==> images/metal_stack.png <==
Two of the layers only.
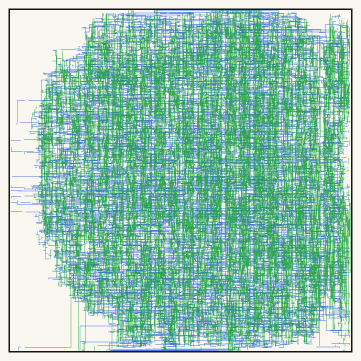
==> images/final_clocks.png <==
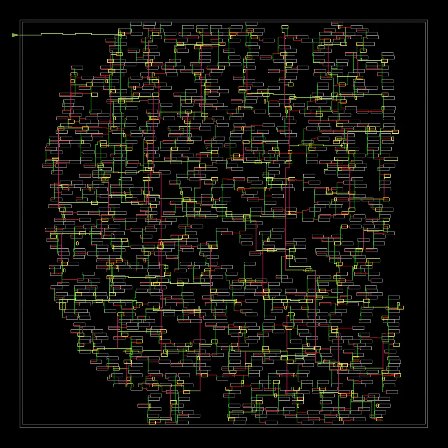
## src/rtl/mips_pkg.sv

```systemverilog
// Shared MIPS decode constants: opcodes, functs, field positions, default widths.
package mips_pkg;

  localparam int unsigned NB_REG_DEF  = 32;
  localparam int unsigned NB_ADDR_DEF = 5;

  localparam logic [5:0] OP_RTYPE = 6'h00;
  localparam logic [5:0] OP_J     = 6'h02;
  localparam logic [5:0] OP_JAL   = 6'h03;
  localparam logic [5:0] FN_JR    = 6'h08;
  localparam logic [5:0] FN_JALR  = 6'h09;

  // Instruction field bit positions
  localparam int unsigned OPC_MSB   = 31;
  localparam int unsigned OPC_LSB   = 26;
  localparam int unsigned RS_MSB    = 25;
  localparam int unsigned RS_LSB    = 21;
  localparam int unsigned RT_MSB    = 20;
  localparam int unsigned RT_LSB    = 16;
  localparam int unsigned RD_MSB    = 15;
  localparam int unsigned RD_LSB    = 11;
  localparam int unsigned SH_MSB    = 10;
  localparam int unsigned SH_LSB    = 6;
  localparam int unsigned FN_MSB    = 5;
  localparam int unsigned FN_LSB    = 0;
  localparam int unsigned IMM_MSB   = 15;
  localparam int unsigned IMM_LSB   = 0;
  localparam int unsigned TGT_MSB   = 25;
  localparam int unsigned TGT_LSB   = 0;
  localparam int unsigned IMM_WIDTH = 16;

endpackage

```

## src/rtl/register_file.sv

```systemverilog
// 2**NB_ADDR x NB_REG register file: two async read ports, one sync write port,
// async active-low clear, register 0 hardwired to zero.
// Optional macro ID_WB_BYPASS_EN: a read of the register being written this
// cycle returns the write data (write-then-read in one cycle).
// Ports:
//   i_clk, i_reset (async active-low clear)
//   i_en          : clock enable, 0 freezes contents
//   i_we, i_waddr, i_wdata : write port
//   i_raddr_a/b -> o_rdata_a/b : async read ports
import mips_pkg::*;

module register_file #(
  parameter int unsigned NB_REG  = NB_REG_DEF,
  parameter int unsigned NB_ADDR = NB_ADDR_DEF
) (
  input  logic               i_clk,
  input  logic               i_reset,
  input  logic               i_en,
  input  logic               i_we,
  input  logic [NB_ADDR-1:0] i_waddr,
  input  logic [NB_REG-1:0]  i_wdata,
  input  logic [NB_ADDR-1:0] i_raddr_a,
  input  logic [NB_ADDR-1:0] i_raddr_b,
  output logic [NB_REG-1:0]  o_rdata_a,
  output logic [NB_REG-1:0]  o_rdata_b
);

  localparam int unsigned DEPTH = 2 ** NB_ADDR;

  logic [NB_REG-1:0] mem [DEPTH];
  logic              wr_fire;

  assign wr_fire = i_we && i_en && (i_waddr != '0);

  // Storage with async clear
  always_ff @(posedge i_clk or negedge i_reset) begin
    if (!i_reset) begin
      for (int i = 0; i < DEPTH; i++) begin
        mem[i] <= '0;
      end
    end else if (wr_fire) begin
      mem[i_waddr] <= i_wdata;
    end
  end

  // Read ports; address 0 always reads zero
  always_comb begin
    o_rdata_a = (i_raddr_a == '0) ? '0 : mem[i_raddr_a];
    o_rdata_b = (i_raddr_b == '0) ? '0 : mem[i_raddr_b];
`ifdef ID_WB_BYPASS_EN
    if (wr_fire && (i_waddr == i_raddr_a)) o_rdata_a = i_wdata;
    if (wr_fire && (i_waddr == i_raddr_b)) o_rdata_b = i_wdata;
`endif
  end

endmodule

```

## src/rtl/id_stage.sv

```systemverilog
// MIPS instruction-decode stage: register file, field decode, sign extension,
// branch/jump target computation and in-ID branch resolution.
// Optional macro ID_WB_BYPASS_EN enables same-cycle WB->read bypass.
// Ports:
//   i_clk, i_reset (async active-low), i_dunit_clk_en (freezes regfile)
//   WB write: i_regWrite_from_WB, i_WB_addr, i_WB_data
//   decode in: i_inst_from_IF, i_pcplus4
//   branch in: i_aluResult, i_forwardA/B, i_branch, i_isBeq
//   outputs (combinational): jump/branch targets, PCSrc, pc+8, sign-extended
//   imm, rs/rt data, rs/rt/rd addresses, shamt
import mips_pkg::*;

module id_stage #(
  parameter int unsigned NB_REG  = NB_REG_DEF,
  parameter int unsigned NB_ADDR = NB_ADDR_DEF
) (
  input  logic               i_clk,
  input  logic               i_reset,
  input  logic               i_dunit_clk_en,
  input  logic               i_regWrite_from_WB,
  input  logic               i_forwardA,
  input  logic               i_forwardB,
  input  logic [NB_REG-1:0]  i_inst_from_IF,
  input  logic [NB_REG-1:0]  i_pcplus4,
  input  logic [NB_ADDR-1:0] i_WB_addr,
  input  logic [NB_REG-1:0]  i_WB_data,
  input  logic [NB_REG-1:0]  i_aluResult,
  input  logic               i_isBeq,
  input  logic               i_branch,
  output logic [NB_REG-1:0]  o_pc_jsel_to_IF,
  output logic               o_PCSrc_to_IF,
  output logic [NB_REG-1:0]  o_branch_target,
  output logic [NB_REG-1:0]  o_pcplus8,
  output logic [NB_REG-1:0]  o_inst_sign_extended,
  output logic [NB_REG-1:0]  o_rs_data,
  output logic [NB_ADDR-1:0] o_op_r_tipe,
  output logic [NB_ADDR-1:0] o_rs_addr,
  output logic [NB_ADDR-1:0] o_rt_addr,
  output logic [NB_ADDR-1:0] o_rd_addr,
  output logic [NB_REG-1:0]  o_rt_data
);

  logic [5:0]        opcode;
  logic [5:0]        funct;
  logic [NB_REG-1:0] cmp_a;
  logic [NB_REG-1:0] cmp_b;
  logic              equal;
  logic              is_jr;

  assign opcode      = i_inst_from_IF[OPC_MSB:OPC_LSB];
  assign funct       = i_inst_from_IF[FN_MSB:FN_LSB];
  assign o_rs_addr   = i_inst_from_IF[RS_MSB:RS_LSB];
  assign o_rt_addr   = i_inst_from_IF[RT_MSB:RT_LSB];
  assign o_rd_addr   = i_inst_from_IF[RD_MSB:RD_LSB];
  assign o_op_r_tipe = i_inst_from_IF[SH_MSB:SH_LSB];

  register_file #(
    .NB_REG  (NB_REG),
    .NB_ADDR (NB_ADDR)
  ) u_regfile (
    .i_clk     (i_clk),
    .i_reset   (i_reset),
    .i_en      (i_dunit_clk_en),
    .i_we      (i_regWrite_from_WB),
    .i_waddr   (i_WB_addr),
    .i_wdata   (i_WB_data),
    .i_raddr_a (o_rs_addr),
    .i_raddr_b (o_rt_addr),
    .o_rdata_a (o_rs_data),
    .o_rdata_b (o_rt_data)
  );

  // Immediate and sequential-PC arithmetic (all wrap modulo 2**NB_REG)
  assign o_inst_sign_extended = {{(NB_REG-IMM_WIDTH){i_inst_from_IF[IMM_MSB]}},
                                 i_inst_from_IF[IMM_MSB:IMM_LSB]};
  assign o_branch_target = i_pcplus4 + {o_inst_sign_extended[NB_REG-3:0], 2'b00};
  assign o_pcplus8       = i_pcplus4 + NB_REG'(4);

  // Branch compare uses forwarded operands; data outputs stay unforwarded
  assign cmp_a         = i_forwardA ? i_aluResult : o_rs_data;
  assign cmp_b         = i_forwardB ? i_aluResult : o_rt_data;
  assign equal         = (cmp_a == cmp_b);
  assign o_PCSrc_to_IF = i_branch && (i_isBeq ? equal : !equal);

  // Register jumps take forwarded rs; everything else gets the J-format target
  assign is_jr = (opcode == OP_RTYPE) && ((funct == FN_JR) || (funct == FN_JALR));
  assign o_pc_jsel_to_IF = is_jr ? cmp_a
                                 : {i_pcplus4[NB_REG-1:NB_REG-4],
                                    i_inst_from_IF[TGT_MSB:TGT_LSB], 2'b00};

endmodule

```

## config.mk

```make
export PLATFORM = sky130hd
export DESIGN_NAME = id_stage
export DESIGN_NICKNAME = d
export VERILOG_FILES = /design/src/rtl/mips_pkg.sv /design/src/rtl/register_file.sv /design/src/rtl/id_stage.sv
export SDC_FILE = /design/constraint.sdc
export NUM_CORES = 2
export LEC_CHECK = 0
export CAP_MARGIN = 20
export CORE_MARGIN = 1.5
export CORE_UTILIZATION = 55
export CTS_BUF_LIST = sky130_fd_sc_hd__clkbuf_8
export DETAILED_ROUTE_END_ITERATION = 12
export GPL_ROUTABILITY_DRIVEN = 0
export PLACE_DENSITY = 0.75
export SLEW_MARGIN = 10
export SYNTH_ARGS = -nofsm -noshare
export SYNTH_HDL_FRONTEND = slang
export SYNTH_HIERARCHICAL = 1
export SYNTH_SLANG_ARGS = --single-unit
```

## constraint.sdc

```tcl
create_clock -name i_clk -period 7 [get_ports i_clk]
set_input_delay 1.75 -clock i_clk [delete_from_list [all_inputs] [get_ports i_clk]]
set_output_delay 1.75 -clock i_clk [all_outputs]
set_load 0.02 [all_outputs]
```

==> metrics.cfg <==
[status]
status = finished, violations left
violations = setup timing

[placement]
dp_cells = 5851
dp_hpwl_um = 144000
dp_worst_setup_slack_ns = -1.12
port_buffers = 347

[layout]
design_area_sq_mm = 0.0713
comb_cells = 2546
layout_top_cell = dfrtp_1
fin_cells = 6204
buffers_excl_clock = 931
regMostFlops = u_regfile/mem
reg_top3 = u_regfile/mem x1024
area_growth_pct = 22.7
finalNetCount = 4857
utilization_pct = 67.9
combGateArea_sq_mm = 0.0311
seq_cells = 1024
buffer_area_share_pct = 13.2
fill_cells = 7248
n_antenna_cell = 3
dominant_cells = combinational gates
drive_above_1_share_pct = 51.9
layout_top_cells = 1024 x dfrtp_1, 1010 x mux2_2, 468 x buf_4, 468 x mux4_2, 323 x clkdlybuf4s50_1
sh_seq_area_pct = 36.0
sh_comb_area_pct = 43.6
clk_share_pct = 4.72
inv_count = 16

[clocking]
cts_buffers = 166
cts_max_path_buffers = 3
post_cts.repair.setup_buffers = 26
clk_root_buffer_cell = clkbuf_8
cts_tree = yes
clk_pin_slew_ns = 0.06
cts.repair.resized = 160
htree_levels = 4
clk_latency_ns = 0.89
hold_buffers = 0

[floorplan]
coreArea_sq_mm = 0.105
io_pins = 354
num_rows = 119
taps = 1391
die_height_um = 328
fp_util_pct = 55.3
die_area_sq_mm = 0.108
die_w_um = 328

[synth]
simple_gate_area_share_pct = 2.82
ys_sh_aoi_pct = 4.90
ys_warn_count = 6
synth.avg_cell_area_sq_um = 14.2
synthTopCellsByArea = dfrtp_1 44%, mux2_2 20%, mux4_2 18%, mux2i_1 3.3%, clkbuf_1 1.5%
mux_share_pct = 41.2
ys_top_logic_family = multiplexers
ff_type = dfrtp_1
synth_chip_area_sq_mm = 0.0581
ys_sh_adder_pct = 0.681
synthCells = 4079
netlist_area_sq_mm = 0.0581
ys.flops = 1024
synth-edff-count = 0
top_cell_area_share_pct = 44.1
ys_cells = 4079
ys_seq_share_pct = 44.1
xor_share_pct = 2.04
ys_types = 74
synth_nets = 4251
top_area_cell = dfrtp_1
async_flop_share_pct = 100

[global_routing]
grt.busiest_layer = met2
grt_util_met2_pct = 58.6
overflow = 0
grt_use_total_pct = 40.0
grt_pass1_vias = 43900
grt_util_met1_pct = 50.2
grt_max_degree = 165
use_met3_pct = 12.6
grt_antenna_before_repair = 10
grt_pass1_wl_um = 308000

[final_timing]
finalClockSkew_ns = 0
drv_slew = 0
whs_ns = 0.393
fmax_mhz = 140
tns_ns = -0.152
slew_headroom_pct = 12.4
fin_crit_ns = 7.15
finalSetupViolCount = 1
worst_pin_slew_ns = 1.31
layout_setup_ws_ns = -0.152
hold_violations = 0
min_period_over_period_pct = 102
rsz0062_at_grt = true

[worst_hold_path]
holdPathStages = 0
hold_path_startpoint = u_regfile/mem[999]
hold_class = reg -> reg
hold-path-endpoint = u_regfile/mem[999]

[worst_setup_path]
path_buffers = 5
crit_slowest_cell = mux4_2
crit_path_end_kind = primary output
reg2reg_from = u_regfile/mem[495]
reg2reg_depth = 1
start_kind = input pin
path_cells = buf_16 -> buf_16 -> mux4_2 -> mux4_2 -> o22ai_2 -> nor3_1 -> mux2i_1 -> xnor2_2 -> nor4_2 -> buf_4 -> nand4_1 -> a21oi_2 -> buf_4 -> xnor2_2 -> and2_4 -> buf_6
critPathMaxStageDelay_ns = 0.54
critPathArrivalTime_ns = 5.40
path_delay_family = multiplexers
timing.rr.end = u_regfile/mem[495]
path_class = in -> out
worstPathRequired_ns = 5.25
crit_start = i_inst_from_IF[22]
crit_path_end = o_PCSrc_to_IF
critPathMaxFanout = 19
rrSetupSlack_ns = 6.15

[pwr]
p_seq_share_pct = 43.6
p_switching_uw = 5040
pg_seq_uw = 7290
power.total_uw = 16700
p_leak_uw = 0.0319
internal_power_uw = 11700
ir_drop_mv = 0.168
p_comb_uw = 4120
maxPowerGroup = sequential cells
switching_share_pct = 30.2
p_comb_share_pct = 24.7
pg_clk_uw = 5310
clkPwrFrac_pct = 31.8
power.density_mw_per_mm2 = 235

[route]
drt_wl_total_um = 215000
ant_nets = 0
dr_total_vias = 43300
drt_iter0_drc = 5097
vias_per_cell = 6.98
drc = 0
wl_per_cell_um = 34.6
drt_first_pass_iters = 6

[job]
cap_viol_max_count = 0
warnings = 48

-- metal_stack.png (at the start) --
| layer | colour | wire length |
|---|---|---|
| met2 | green | 93.7 mm |
| met1 | blue | 75.4 mm |

-- final_clocks.png (at the start) --
clkbuf count: 208
CTS sink cnt: 1024

Yosys cell counts, types with 9 or more instances:
cell and count:
nor3_1 60, clkbuf_1 234, ha_1 30, and3_1 10, a211oi_1 35, mux2i_1 191
dfrtp_1 1024, xor2_1 46, a22oi_1 18, mux4_2 468, nor4_1 19, a2111oi_0 31
buf_4 87, o21ai_0 37, inv_1 16, a21oi_1 35, nand2b_1 9, mux2_2 1010
nand2_1 54, nand4_1 25, buf_2 149, o22ai_1 80, nor2b_1 16, o221ai_1 28
buf_1 19, nand3_1 30, a21o_1 17, mux2_1 12, xnor2_1 89, nor2_1 51
a22o_1 54
per-layer routing:
metal,wire length [um],up-vias
li1,-,16900
met1,75400,22300
met2,93700,3192
met3,26800,899
met4,18700,6
met5,44,-
